**src/rtl/regfile_wb_pkg.sv**
```systemverilog
// Shared types and widths for the register-file writeback arbiter.
package regfile_wb_pkg;

    localparam int unsigned REG_ADDR_W       = 5;
    localparam int unsigned DATA_W           = 32;
    localparam int unsigned STARVE_W         = 3;
    localparam int unsigned STARVE_LIMIT_DEF = 4;

    // Arbiter FSM state; encoding is visible on grant_state.
    typedef enum logic [1:0] {
        IDLE  = 2'd0,
        LOCK0 = 2'd1,
        LOCK1 = 2'd2
    } grant_state_e;

    // One registered writeback beat.
    typedef struct packed {
        logic                  we;
        logic [REG_ADDR_W-1:0] addr;
        logic [DATA_W-1:0]     data;
    } wb_beat_t;

endpackage

```
**src/rtl/wb_starve_counter.sv**
```systemverilog
// Saturating stall counter for port 1; at_limit_c flags forced priority.
module wb_starve_counter
    import regfile_wb_pkg::*;
#(
    parameter int unsigned LIMIT = STARVE_LIMIT_DEF
) (
    input  logic clk,
    input  logic reset,
    input  logic inc,
    input  logic clr,
    output logic at_limit_c
);

    logic [STARVE_W-1:0] count_q;

    // Clear has priority; increment stops at the limit.
    always_ff @(posedge clk) begin
        if (reset || clr) begin
            count_q <= '0;
        end else if (inc && !at_limit_c) begin
            count_q <= count_q + STARVE_W'(1);
        end
    end

    // Limit-reached flag, used the same cycle by the arbiter.
    always_comb begin
        at_limit_c = (count_q == STARVE_W'(LIMIT));
    end

endmodule

```
**src/rtl/regfile_wb_arbiter.sv**
```systemverilog
// Two-port writeback arbiter in front of the register-file write port.
// Optional same-cycle bypass of the in-flight write: define REGFILE_WB_BYPASS_EN.
module regfile_wb_arbiter
    import regfile_wb_pkg::*;
#(
    parameter int unsigned STARVE_LIMIT = STARVE_LIMIT_DEF
) (
    input  logic                  clk,
    input  logic                  reset,
    input  logic                  p0_valid,
    input  logic                  p0_lock,
    input  logic [REG_ADDR_W-1:0] p0_addr,
    input  logic [DATA_W-1:0]     p0_data,
    output logic                  p0_ready,
    input  logic                  p1_valid,
    input  logic                  p1_lock,
    input  logic [REG_ADDR_W-1:0] p1_addr,
    input  logic [DATA_W-1:0]     p1_data,
    output logic                  p1_ready,
    output logic                  we3,
    output logic [REG_ADDR_W-1:0] wa3,
    output logic [DATA_W-1:0]     wd3,
    input  logic [REG_ADDR_W-1:0] ra1,
    input  logic [REG_ADDR_W-1:0] ra2,
    output logic                  byp_hit1,
    output logic                  byp_hit2,
    output logic [DATA_W-1:0]     byp_data1,
    output logic [DATA_W-1:0]     byp_data2,
    output logic [1:0]            grant_state
);

    grant_state_e state_q, state_d;
    wb_beat_t     stage_q;
    logic         at_limit_c;
    logic         xfer0, xfer1;

    wb_starve_counter #(
        .LIMIT (STARVE_LIMIT)
    ) u_starve (
        .clk        (clk),
        .reset      (reset),
        .inc        (p1_valid & ~p1_ready),
        .clr        (~p1_valid | p1_ready),
        .at_limit_c (at_limit_c)
    );

    // FSM state register.
    always_ff @(posedge clk) begin
        if (reset) begin
            state_q <= IDLE;
        end else begin
            state_q <= state_d;
        end
    end

    // Grant decode and next state; ready never looks at addr/data.
    always_comb begin
        p0_ready = 1'b0;
        p1_ready = 1'b0;
        state_d  = state_q;
        if (!reset) begin
            unique case (state_q)
                IDLE: begin
                    if (p0_valid && p1_valid) begin
                        p1_ready = at_limit_c;
                        p0_ready = ~at_limit_c;
                    end else begin
                        p0_ready = p0_valid;
                        p1_ready = p1_valid;
                    end
                    if (p0_valid && p0_ready && p0_lock) begin
                        state_d = LOCK0;
                    end else if (p1_valid && p1_ready && p1_lock) begin
                        state_d = LOCK1;
                    end
                end
                LOCK0: begin
                    p0_ready = p0_valid;
                    if (p0_valid && !p0_lock) begin
                        state_d = IDLE;
                    end
                end
                LOCK1: begin
                    p1_ready = p1_valid;
                    if (p1_valid && !p1_lock) begin
                        state_d = IDLE;
                    end
                end
                default: state_d = IDLE;
            endcase
        end
    end

    assign xfer0 = p0_valid & p0_ready;
    assign xfer1 = p1_valid & p1_ready;

    // Output stage: one beat per cycle, zero-register writes suppressed.
    always_ff @(posedge clk) begin
        if (reset) begin
            stage_q <= '0;
        end else if (xfer0) begin
            stage_q <= '{we: (p0_addr != '0), addr: p0_addr, data: p0_data};
        end else if (xfer1) begin
            stage_q <= '{we: (p1_addr != '0), addr: p1_addr, data: p1_data};
        end else begin
            stage_q <= '0;
        end
    end

    // Reset kills a write already sitting in the stage.
    assign we3         = stage_q.we & ~reset;
    assign wa3         = stage_q.addr;
    assign wd3         = stage_q.data;
    assign grant_state = state_q;

`ifdef REGFILE_WB_BYPASS_EN
    // Forward the in-flight write to matching non-zero read addresses.
    always_comb begin
        byp_hit1  = we3 && (wa3 == ra1) && (ra1 != '0);
        byp_hit2  = we3 && (wa3 == ra2) && (ra2 != '0);
        byp_data1 = byp_hit1 ? wd3 : '0;
        byp_data2 = byp_hit2 ? wd3 : '0;
    end
`else
    assign byp_hit1  = 1'b0;
    assign byp_hit2  = 1'b0;
    assign byp_data1 = '0;
    assign byp_data2 = '0;
`endif

endmodule

```
**config.mk**
```make
export PLATFORM = sky130hd
export DESIGN_NAME = regfile_wb_arbiter
export DESIGN_NICKNAME = d
export VERILOG_FILES = /design/src/rtl/regfile_wb_pkg.sv /design/src/rtl/wb_starve_counter.sv /design/src/rtl/regfile_wb_arbiter.sv
export SDC_FILE = /design/constraint.sdc
export NUM_CORES = 1
export LEC_CHECK = 0
export CORE_ASPECT_RATIO = 0.5
export CORE_MARGIN = 2
export CORE_UTILIZATION = 34
export DETAILED_ROUTE_END_ITERATION = 10
export PLACE_DENSITY = 0.89
export SETUP_SLACK_MARGIN = 0.3
export SKIP_LAST_GASP = 1
export SYNTH_ARGS = -nofsm -noshare
export SYNTH_HDL_FRONTEND = slang
export SYNTH_SLANG_ARGS = --single-unit
```
**constraint.sdc**
```tcl
create_clock -name clk -period 2.2 [get_ports clk]
set_input_delay 0.55 -clock clk [delete_from_list [all_inputs] [get_ports clk]]
set_output_delay 0.55 -clock clk [all_outputs]
set_load 0.005 [all_outputs]
```
**Sequential cells grouped by signal name**

The bar under the picture is 20 microns long.
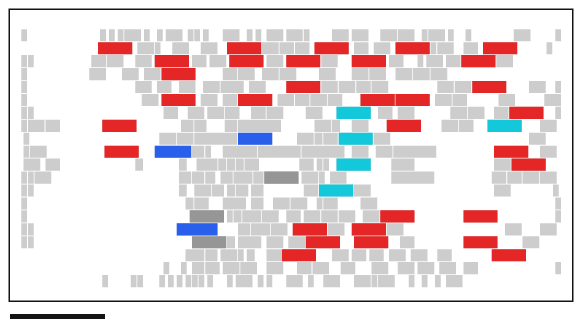
name in the netlist	colour	sequential cells
u_starve.count_q	blue	3
wa3	cyan	5
wd3	red	32

==> notes.md <==
Implementation status.

- The critical path's largest stage delay is 0.26 ns.
- According to the hold report, the worst path is of the reg2reg type.
- The dominant kind of combinational cell is buffers and inverters.
- The number of detailed-routing iterations run before antenna repair is 4.
- The cell-internal power is 1560 uW.
- The top layer reached by signal wires is met4.
- The die covers 7210 sq um.
- The synthesized design devotes to its leading area cell type 38.9% of total area.
- From synthesis to final layout, the design area changed by 47.0%.
- The total net switching power is 438 uW.
- The cell depth of the worst hold path is 2.
- Buffers inserted to repair hold after CTS numbered 0.
- The pin count of the biggest net entering global routing is 39.
- After floorplanning, the core was sized to cover 6180 sq um.
- Per the final timing report, the hold violations number 0.
- The critical path endpoint has a required time of 1.65 ns.
- The critical path is of the in2out type.
- In this run, synthesis inferred 0 flip-flops with an integrated enable.
- The number of cells in Yosys stat is 225.
- The number of antenna diodes in the final layout is 0.
- The CTS log lists the clock sinks for this run as 43.
- The total setup buffers inserted after CTS is 2.
- Setup repair after global routing could not meet its margin everywhere.
- In the post-route report, total wirelength is listed as 5.29 mm.
- The switching share of power is 21.9%.
- The post-route report lists met1 wire length as 1.90 mm.
- The flow ran to the end, and the final reports show no timing, DRC or antenna violations.
- Per the timing report, the achievable frequency comes out to 537 MHz.
- The most common logic cells in the final layout are sky130_fd_sc_hd__clkdlybuf4s50_1 (115), sky130_fd_sc_hd__conb_1 (66), sky130_fd_sc_hd__dfxtp_1 (41), sky130_fd_sc_hd__a22o_1 (38), sky130_fd_sc_hd__buf_4 (11).
- The clock skew is 0.00686 ns.
- Looking at the worst setup and hold paths, the clock pins of their registers show a slew of 0.06 ns.
- The count of nets left with antenna violations once routing finished came out at 0.
**Routed metal per tile**

The bar under the picture is 20 microns long. 24 x 12 tiles, from dark blue (low) to red (high), scaled to the fullest tile. Values are wire area over tile area, all layers added.
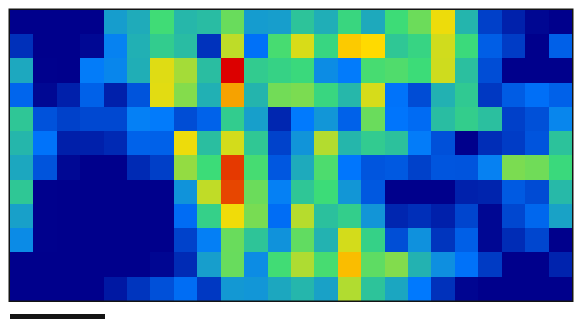
emptiest ninth of the die	lower left
tiles over half the peak	18%
fullest tile	0.41
mean over tiles	0.12

## area by class of cell
class	count	area, sq um
Fill cell	549	2930
Timing Repair Buffer	133	1290
Sequential cell	43	866
Multi-Input combinational cell	133	817
Clock buffer	7	153
Tap cell	88	110
Inverter	3	13.8
Clock inverter	1	7.51
## worst reg2reg max path, delay by kind of cell, from the launching register on
family / cells / cell delay (ns)
fa+ha+maj: 1 / 0.14
compound gates: 2 / 0.50
buf+inv: 4 / 0.64
flops: 1 / 0.36
simple gates: 1 / 0.06
## routing by layer
layer  up-vias  global-route usage [%]
li1        777                       -
met3        10                    3.06
met2        61                    26.8
met4         0                    4.30
met5         -                       0
met1       762                    15.1
## registers in the layout (all words and copies together), names as in the netlist
register,count
u_starve.count_q,3
wd3,32
wa3,5
stage_q,1
grant_state,2
Power is estimated from default activity; no workload was simulated.
